`src/rtl/ram_fifo_pkg.sv`:
```
// Shared sizing helpers for the RAM-backed first-word-fall-through FIFO.
// Holds the output-stage depth and the occupancy counter width function.
package ram_fifo_pkg;

    localparam int OUT_STAGE_DEPTH = 2;
    localparam int OCC_W           = $clog2(OUT_STAGE_DEPTH + 1);

    // Wide enough for DEPTH RAM entries plus the in-flight read and output stage.
    function automatic int fifo_cnt_w(input int depth);
        return $clog2(depth + 3);
    endfunction

endpackage

```
`src/rtl/mem_dual_port_rw.sv`:
```
// Simple dual-port RAM: one write port, one registered read port (1-cycle latency).
// WRITE_FIRST forwards same-address write data to the read port; INIT!=0 zeroes idle reads.
module mem_dual_port_rw #(
    parameter int WIDTH       = 32,
    parameter int DEPTH       = 16,
    parameter int WRITE_FIRST = 1,
    parameter int INIT        = 0
) (
    input  logic                     clk,
    input  logic                     we,
    input  logic [$clog2(DEPTH)-1:0] waddr,
    input  logic [WIDTH-1:0]         wdata,
    input  logic                     re,
    input  logic [$clog2(DEPTH)-1:0] raddr,
    output logic [WIDTH-1:0]         rdata
);

    logic [WIDTH-1:0] mem_q [DEPTH];
    logic [WIDTH-1:0] rdata_q;
    logic [WIDTH-1:0] rdata_d;

    always_comb begin
        rdata_d = rdata_q;
        if (INIT != 0) begin
            rdata_d = '0;
        end
        if (re) begin
            rdata_d = ((WRITE_FIRST != 0) && we && (waddr == raddr)) ? wdata : mem_q[raddr];
        end
    end

    always_ff @(posedge clk) begin
        if (we) begin
            mem_q[waddr] <= wdata;
        end
        rdata_q <= rdata_d;
    end

    assign rdata = rdata_q;

endmodule

```
`src/rtl/ram_fifo_out_stage.sv`:
```
// Two-entry head/skid output buffer; a load arriving while empty is presented combinationally.
// Zero added latency; the issuer guarantees a load never arrives when full and not popping.
module ram_fifo_out_stage
    import ram_fifo_pkg::*;
#(
    parameter int WIDTH = 32
) (
    input  logic             clk,
    input  logic             rst,
    input  logic             flush,
    input  logic             load,
    input  logic [WIDTH-1:0] load_data,
    input  logic             pop,
    output logic [OCC_W-1:0] occ,
    output logic             out_valid,
    output logic [WIDTH-1:0] out_data
);

    logic [OCC_W-1:0] occ_q;
    logic [OCC_W-1:0] occ_d;
    logic [WIDTH-1:0] head_q;
    logic [WIDTH-1:0] head_d;
    logic [WIDTH-1:0] skid_q;
    logic [WIDTH-1:0] skid_d;

    always_comb begin
        occ_d  = occ_q + OCC_W'(load) - OCC_W'(pop);
        head_d = head_q;
        skid_d = skid_q;
        if (pop) begin
            if (occ_q == OCC_W'(OUT_STAGE_DEPTH)) begin
                head_d = skid_q;
            end else if (load) begin
                head_d = load_data;
            end
        end else if ((occ_q == '0) && load) begin
            head_d = load_data;
        end
        if (load && (((occ_q == OCC_W'(1)) && !pop) ||
                     ((occ_q == OCC_W'(OUT_STAGE_DEPTH)) && pop))) begin
            skid_d = load_data;
        end
        if (flush) begin
            occ_d = '0;
        end
    end

    always_ff @(posedge clk or posedge rst) begin
        if (rst) begin
            occ_q  <= '0;
            head_q <= '0;
            skid_q <= '0;
        end else begin
            occ_q  <= occ_d;
            head_q <= head_d;
            skid_q <= skid_d;
        end
    end

    // A read landing in an empty stage falls straight through to the consumer.
    assign occ       = occ_q;
    assign out_valid = (occ_q != '0) || load;
    assign out_data  = ((occ_q == '0) && load) ? load_data : head_q;

endmodule

```
`src/rtl/ram_fifo_fwft.sv`:
```
// FWFT FIFO over a write-first dual-port RAM; push-to-out_valid is one cycle, capacity DEPTH+2.
// in_ready is registered (RAM not full); RAM_FIFO_FWFT_WATERMARK_EN adds the max_count register.
module ram_fifo_fwft
    import ram_fifo_pkg::*;
#(
    parameter int WIDTH = 32,
    parameter int DEPTH = 16
) (
    input  logic                          clk,
    input  logic                          rst,
    input  logic                          flush,
    input  logic                          in_valid,
    input  logic [WIDTH-1:0]              in_data,
    output logic                          in_ready,
    output logic                          out_valid,
    output logic [WIDTH-1:0]              out_data,
    input  logic                          out_ready,
    output logic [fifo_cnt_w(DEPTH)-1:0]  count,
    output logic [fifo_cnt_w(DEPTH)-1:0]  max_count
);

    localparam int CNT_W  = fifo_cnt_w(DEPTH);
    localparam int AW     = $clog2(DEPTH);
    localparam int NEED_W = OCC_W + 1;

    logic [AW-1:0]    wr_ptr_q, wr_ptr_d;
    logic [AW-1:0]    rd_ptr_q, rd_ptr_d;
    logic [CNT_W-1:0] ram_cnt_q, ram_cnt_d;
    logic             rd_pending_q, rd_pending_d;
    logic             in_ready_q, in_ready_d;
    logic             push;
    logic             pop;
    logic             rd_issue;
    logic [NEED_W-1:0] stage_need;
    logic [OCC_W-1:0] stage_occ;
    logic [WIDTH-1:0] ram_rdata;

    assign push = in_valid && in_ready_q && !flush;
    assign pop  = out_valid && out_ready && !flush;

    always_comb begin
        // Slots the output stage will still owe after this cycle's pop.
        stage_need   = NEED_W'(stage_occ) + NEED_W'(rd_pending_q) - NEED_W'(pop);
        rd_issue     = ((ram_cnt_q != '0) || push) &&
                       (stage_need < NEED_W'(OUT_STAGE_DEPTH)) && !flush;
        wr_ptr_d     = push     ? wr_ptr_q + AW'(1) : wr_ptr_q;
        rd_ptr_d     = rd_issue ? rd_ptr_q + AW'(1) : rd_ptr_q;
        ram_cnt_d    = ram_cnt_q + CNT_W'(push) - CNT_W'(rd_issue);
        rd_pending_d = rd_issue;
        in_ready_d   = (ram_cnt_d != CNT_W'(DEPTH));
        if (flush) begin
            wr_ptr_d     = '0;
            rd_ptr_d     = '0;
            ram_cnt_d    = '0;
            rd_pending_d = 1'b0;
            in_ready_d   = 1'b1;
        end
    end

    always_ff @(posedge clk or posedge rst) begin
        if (rst) begin
            wr_ptr_q     <= '0;
            rd_ptr_q     <= '0;
            ram_cnt_q    <= '0;
            rd_pending_q <= 1'b0;
            in_ready_q   <= 1'b1;
        end else begin
            wr_ptr_q     <= wr_ptr_d;
            rd_ptr_q     <= rd_ptr_d;
            ram_cnt_q    <= ram_cnt_d;
            rd_pending_q <= rd_pending_d;
            in_ready_q   <= in_ready_d;
        end
    end

    mem_dual_port_rw #(
        .WIDTH       (WIDTH),
        .DEPTH       (DEPTH),
        .WRITE_FIRST (1),
        .INIT        (0)
    ) u_mem (
        .clk   (clk),
        .we    (push),
        .waddr (wr_ptr_q),
        .wdata (in_data),
        .re    (rd_issue),
        .raddr (rd_ptr_q),
        .rdata (ram_rdata)
    );

    ram_fifo_out_stage #(
        .WIDTH (WIDTH)
    ) u_out_stage (
        .clk       (clk),
        .rst       (rst),
        .flush     (flush),
        .load      (rd_pending_q),
        .load_data (ram_rdata),
        .pop       (pop),
        .occ       (stage_occ),
        .out_valid (out_valid),
        .out_data  (out_data)
    );

    assign in_ready = in_ready_q;
    assign count    = ram_cnt_q + CNT_W'(rd_pending_q) + CNT_W'(stage_occ);

`ifdef RAM_FIFO_FWFT_WATERMARK_EN
    logic [CNT_W-1:0] max_count_q;
    logic [CNT_W-1:0] max_count_d;

    always_comb begin
        max_count_d = (count > max_count_q) ? count : max_count_q;
        if (flush) begin
            max_count_d = '0;
        end
    end

    always_ff @(posedge clk or posedge rst) begin
        if (rst) begin
            max_count_q <= '0;
        end else begin
            max_count_q <= max_count_d;
        end
    end

    assign max_count = max_count_q;
`else
    assign max_count = '0;
`endif

endmodule

```
`config.mk`:
```
export PLATFORM = sky130hd
export DESIGN_NAME = ram_fifo_fwft
export DESIGN_NICKNAME = d
export VERILOG_FILES = /design/src/rtl/ram_fifo_pkg.sv /design/src/rtl/mem_dual_port_rw.sv /design/src/rtl/ram_fifo_out_stage.sv /design/src/rtl/ram_fifo_fwft.sv
export SDC_FILE = /design/constraint.sdc
export NUM_CORES = 1
export LEC_CHECK = 0
export CORE_MARGIN = 2
export CORE_UTILIZATION = 35
export CTS_CLUSTER_SIZE = 20
export DETAILED_ROUTE_END_ITERATION = 10
export PLACE_DENSITY_LB_ADDON = 0.2
export SKIP_CTS_REPAIR_TIMING = 1
export SLEW_MARGIN = 15
export SYNTH_ARGS = -nofsm -noshare
export SYNTH_HDL_FRONTEND = slang
export SYNTH_HIERARCHICAL = 1
export SYNTH_SLANG_ARGS = --single-unit
```
`constraint.sdc`:
```
create_clock -name clk -period 16.7 [get_ports clk]
set_input_delay 3.34 -clock clk [delete_from_list [all_inputs] [get_ports clk]]
set_output_delay 3.34 -clock clk [all_outputs]
set_load 0.02 [all_outputs]
```
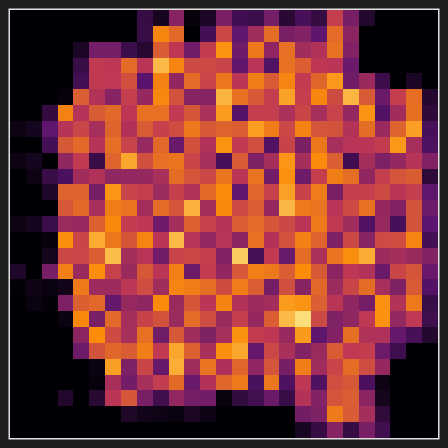
Fig. 1. Cell density map (run 1).
27 x 27 tiles, from black (low) to pale yellow (high), 0 to 100% covered.
mean over tiles	38%
emptiest ninth of the die	lower left
densest ninth of the die	centre
nearly empty tiles	20%
fullest tile	93%
tiles over 75% full	5.5%

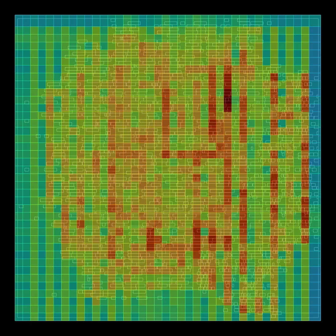
Fig. 2. Routing congestion (run 1).
post-layout util: 41.02%
grt met3 use: 2.645%
routed length per placed instance: 24.41 um

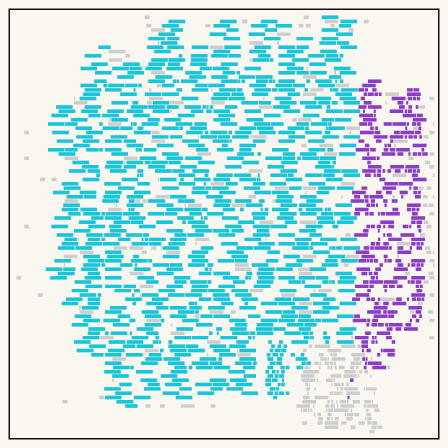
Fig. 3. Hierarchy map (run 1).
instance	colour	cells
u_out_stage	purple	282
u_mem	cyan	854
not coloured	304

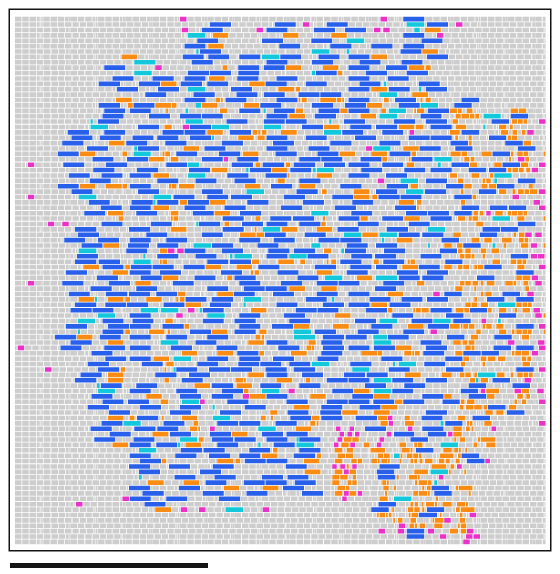
Fig. 4. Placed cells, one colour a class (run 1).
Scale bar: 100 um. Fill, decap, tap and diode cells in grey.
class	colour	cells
clock drivers and dummy loads	cyan	122
flops	blue	625
other buffers and delay cells	magenta	108
combinational and other logic	orange	585
fin area: 29320 sq um
row count: 98
core area: 71490 sq um
sequential cell area share: 62.66%

==> impl_metrics.json, run 1 <==
{
  "clockBufferCount": 84,
  "yosysWarnings": 6,
  "cp_common_cell": "ha_1",
  "power-top-group": "registers",
  "biggestCellCategory": "registers",
  "r2r_cells": 18,
  "xor_share_pct": 0.5899,
  "chipArea_sq_um": 74280,
  "yosysTopAreaCellShare_pct": 64.72,
  "fin_skew_ps": 23.23,
  "cp_top_family": "simple AND/OR/NAND/NOR gates",
  "hold_end": "u_out_stage/skid_q[2]",
  "vias": 12514,
  "yosys-top-cells-area": "edfxtp_1 (65%), mux4_2 (12%), dfrtp_1 (7.9%)",
  "flop-count": 625,
  "tap_cells": 950,
  "numCtsBuffers": 69,
  "status": "finished, final reports clean",
  "buffer_area_share_pct": 3.405,
  "worstSetupEndpointType": "register",
  "ys_seq_share_pct": 72.76,
  "grt_pass1_wl_um": 86190,
  "hold_violations": 0,
  "p_switching_mw": 1.333,
  "endpoint": "in_ready",
  "critPathKind": "in2reg",
  "clockBufferDepth": 3,
  "clkCellAreaFrac_pct": 7.301,
  "warnings": 28,
  "p_clk_mw": 1.44,
  "post-route-period-util_pct": 48.03,
  "total_power_mw": 4.652,
  "io_pins": 81,
  "grt_pass1_vias": 13008,
  "diodes": 1,
  "adder_share_pct": 0.9617,
  "tns_ps": 0,
  "max-slew-margin-rel_pct": 23.60,
  "aoi_share_pct": 4.893,
  "wl_met1_um": 24830,
  "post-place-ws_ps": 7924,
  "drc_errors": 0
}
-- run 1: synth_stat cells, types with 2 or more instances --
cell       count
o221a_2        3
inv_1         17
dfrtp_1       80
mux2_2        87
o2bb2ai_1     20
mux2i_1        2
a21oi_1        5
nand3_1        2
xor2_1         8
buf_6          7
a22oi_1       62
or3_1          4
nor2_1        28
o21ai_0       34
a211oi_1      20
nand2_1       41
edfxtp_1     544
fa_1           4
nand3b_1      11
or3_2          2
mux2_1         2
ha_1          13
xnor2_1        9
buf_2         21
and2_1         2
nor3_1         5
buf_4          9
buf_1          4
a2bb2oi_1      9
nor2b_1       26
nand2b_1       4
clkbuf_1      42
mux2_4         7
o311ai_0       9
mux4_2       129
## Run 2: what changed since run 1
==> constraint.sdc (replaced) <==
create_clock -name clk -period 6.6 [get_ports clk]
set_input_delay 1.32 -clock clk [delete_from_list [all_inputs] [get_ports clk]]
set_output_delay 1.32 -clock clk [all_outputs]
set_load 0.02 [all_outputs]
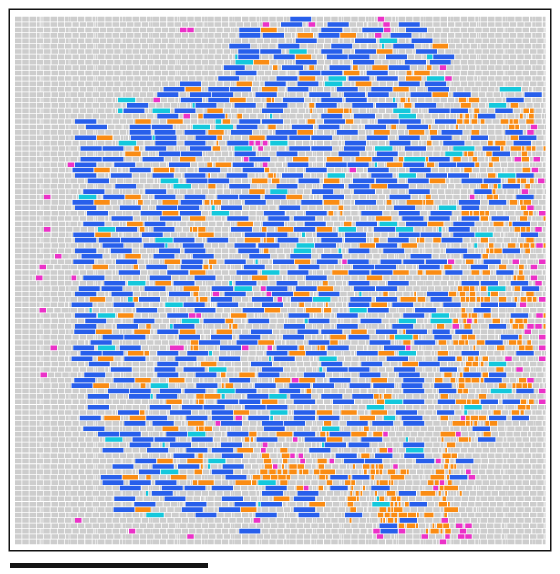
Fig. 5. Placed cells, one colour a class (run 2).
Scale bar: 100 um. Fill, decap, tap and diode cells in grey.
class	colour	cells
flops	blue	625
combinational and other logic	orange	585
clock drivers and dummy loads	cyan	113
other buffers and delay cells	magenta	112

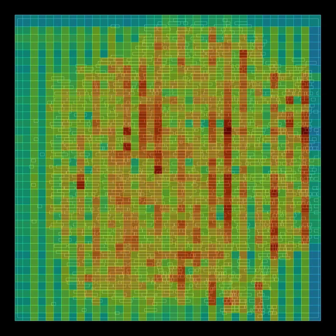
Fig. 6. Routing congestion (run 2).
M2 GR Usage: 26.70%
gr busiest metal: met2
routed length per placed instance: 24.25 um
post-layout util: 40.95%
grt met3 use: 2.785%

==> impl_metrics.json, run 2 <==
{
  "status": "finished, final reports clean",
  "wl_met2_um": 28790,
  "yosysTopAreaCell": "edfxtp_1",
  "vias": 12485,
  "wl_met1_um": 25710,
  "fin_skew_ps": 17.34,
  "hold_violations": 0,
  "hold_end": "u_out_stage/skid_q[2]",
  "tns_ps": 0,
  "yosys-top-cells-area": "edfxtp_1 (65%), mux4_2 (12%), dfrtp_1 (7.9%)",
  "fp.dieW_um": 272.5,
  "synthFlopType": "edfxtp_1",
  "crit_slowest_cell": "or4b_1",
  "endpoint": "in_ready",
  "r2r_slack_ps": 2070,
  "detail-route-antenna-nets": 0,
  "cpPeakStageDelay_ps": 520,
  "routed_wl_um": 57880,
  "ys_seq_share_pct": 72.76,
  "clockBufferDepth": 3,
  "grt_pass1_vias": 13317,
  "cp_common_cell": "ha_1",
  "largest_reg_flops": 512,
  "place_area_sq_um": 27220,
  "worstSetupEndpointType": "register",
  "cp_top_family": "adder cells",
  "grt_overflow": 0,
  "grt_max_degree": 67,
  "warnings": 28,
  "post-place-ws_ps": 1216,
  "cp.buffers_inverters": 3,
  "muxShareOfSynthArea_pct": 15.98,
  "dieHeight_um": 272.5,
  "p_clk_share_pct": 30.4,
  "num_rows": 98,
  "rr_endpoint": "in_ready",
  "finalCriticalPeriod_ps": 4772,
  "port_buffers": 75,
  "gp_congestion": 0.7384,
  "min_path_type": "reg2reg",
  "combinationalPowerShare_pct": 25.9,
  "top_cells_by_count": "edfxtp_1 (544), mux4_2 (129), mux2_2 (87)",
  "area_growth_pct": 15.99,
  "whs_path_depth": 1,
  "yosysUniqueCellTypes": 52,
  "numCtsBuffers": 67,
  "drc_errors": 0,
  "r2r_cells": 17,
  "cts-root-buf": "clkbuf_16",
  "p_switching_mw": 3.358,
  "cp.depth": 17,
  "yosysTopAreaCellShare_pct": 64.72,
  "yosysWarnings": 6,
  "stdcell_area_sq_um": 29280,
  "drt_iter0_markers": 981,
  "maxCapViolCount": 0,
  "synthCells": 1289,
  "clock_latency_ps": 590,
  "slew_viol_final": 0,
  "edf_count": 544,
  "fin_ws_ps": 1828,
  "power_leakage_nw": 9.463,
  "ys_async_sr_fraction_pct": 12.96,
  "io_pins": 81,
  "power_density_nw_per_um2": 400.4,
  "via_per_inst": 5.230,
  "h-tree-depth": 3,
  "crit_path_start_kind": "primary input",
  "top_cell": "edfxtp_1",
  "yosys.area_share.simple_pct": 2.860,
  "highest_layer": "met5",
  "coreArea_sq_um": 71490,
  "floorplan.core_util_pct": 35.31,
  "cp.arrival_ps": 5260,
  "xor_share_pct": 0.5899,
  "p_clk_mw": 3.57,
  "post-route-period-util_pct": 72.30,
  "grt_pass1_wl_um": 87900,
  "ys_ff": 625,
  "power-top-group": "registers",
  "cp-startpoint": "flush",
  "synth.avg_cell_area_sq_um": 19.58,
  "min_from": "u_out_stage/skid_q[2]",
  "cp.required_ps": 7090,
  "adder_share_pct": 0.9617,
  "chipArea_sq_um": 74280,
  "critPathKind": "in2reg",
  "aoi_share_pct": 4.893,
  "max-slew-margin-rel_pct": 26.41,
  "top_register": "u_mem/mem_q"
}
[run 2: cell counts after synthesis]
Identical to the previous run, type by type.
[run 2: through the flow]
| step | power (mW) | std cells | hold WS, ps |
|---|---|---|---|
| after floorplan | 7.228 | 1293 | 469.7 |
| after global placement | 8.221 | 2272 | 479.3 |
| after detailed placement | 8.271 | 2272 | 486.4 |
| after CTS | 11.88 | 2385 | 498.4 |
| after global routing | 12.31 | 2385 | 513.8 |
| final | 11.72 | 2387 | 498.0 |
[run 2: cell type report]
class	instances	area (sq um)
fillers	6257	42210
flip-flops and latches	625	18370
multi-input cells	567	6553
clock buffers	83	1758
well taps	950	1189
repair buffers	112	1041
clock inverters	30	291.5
inverters	18	67.56
diodes	2	5.005
Power and IR drop assume default switching activity.
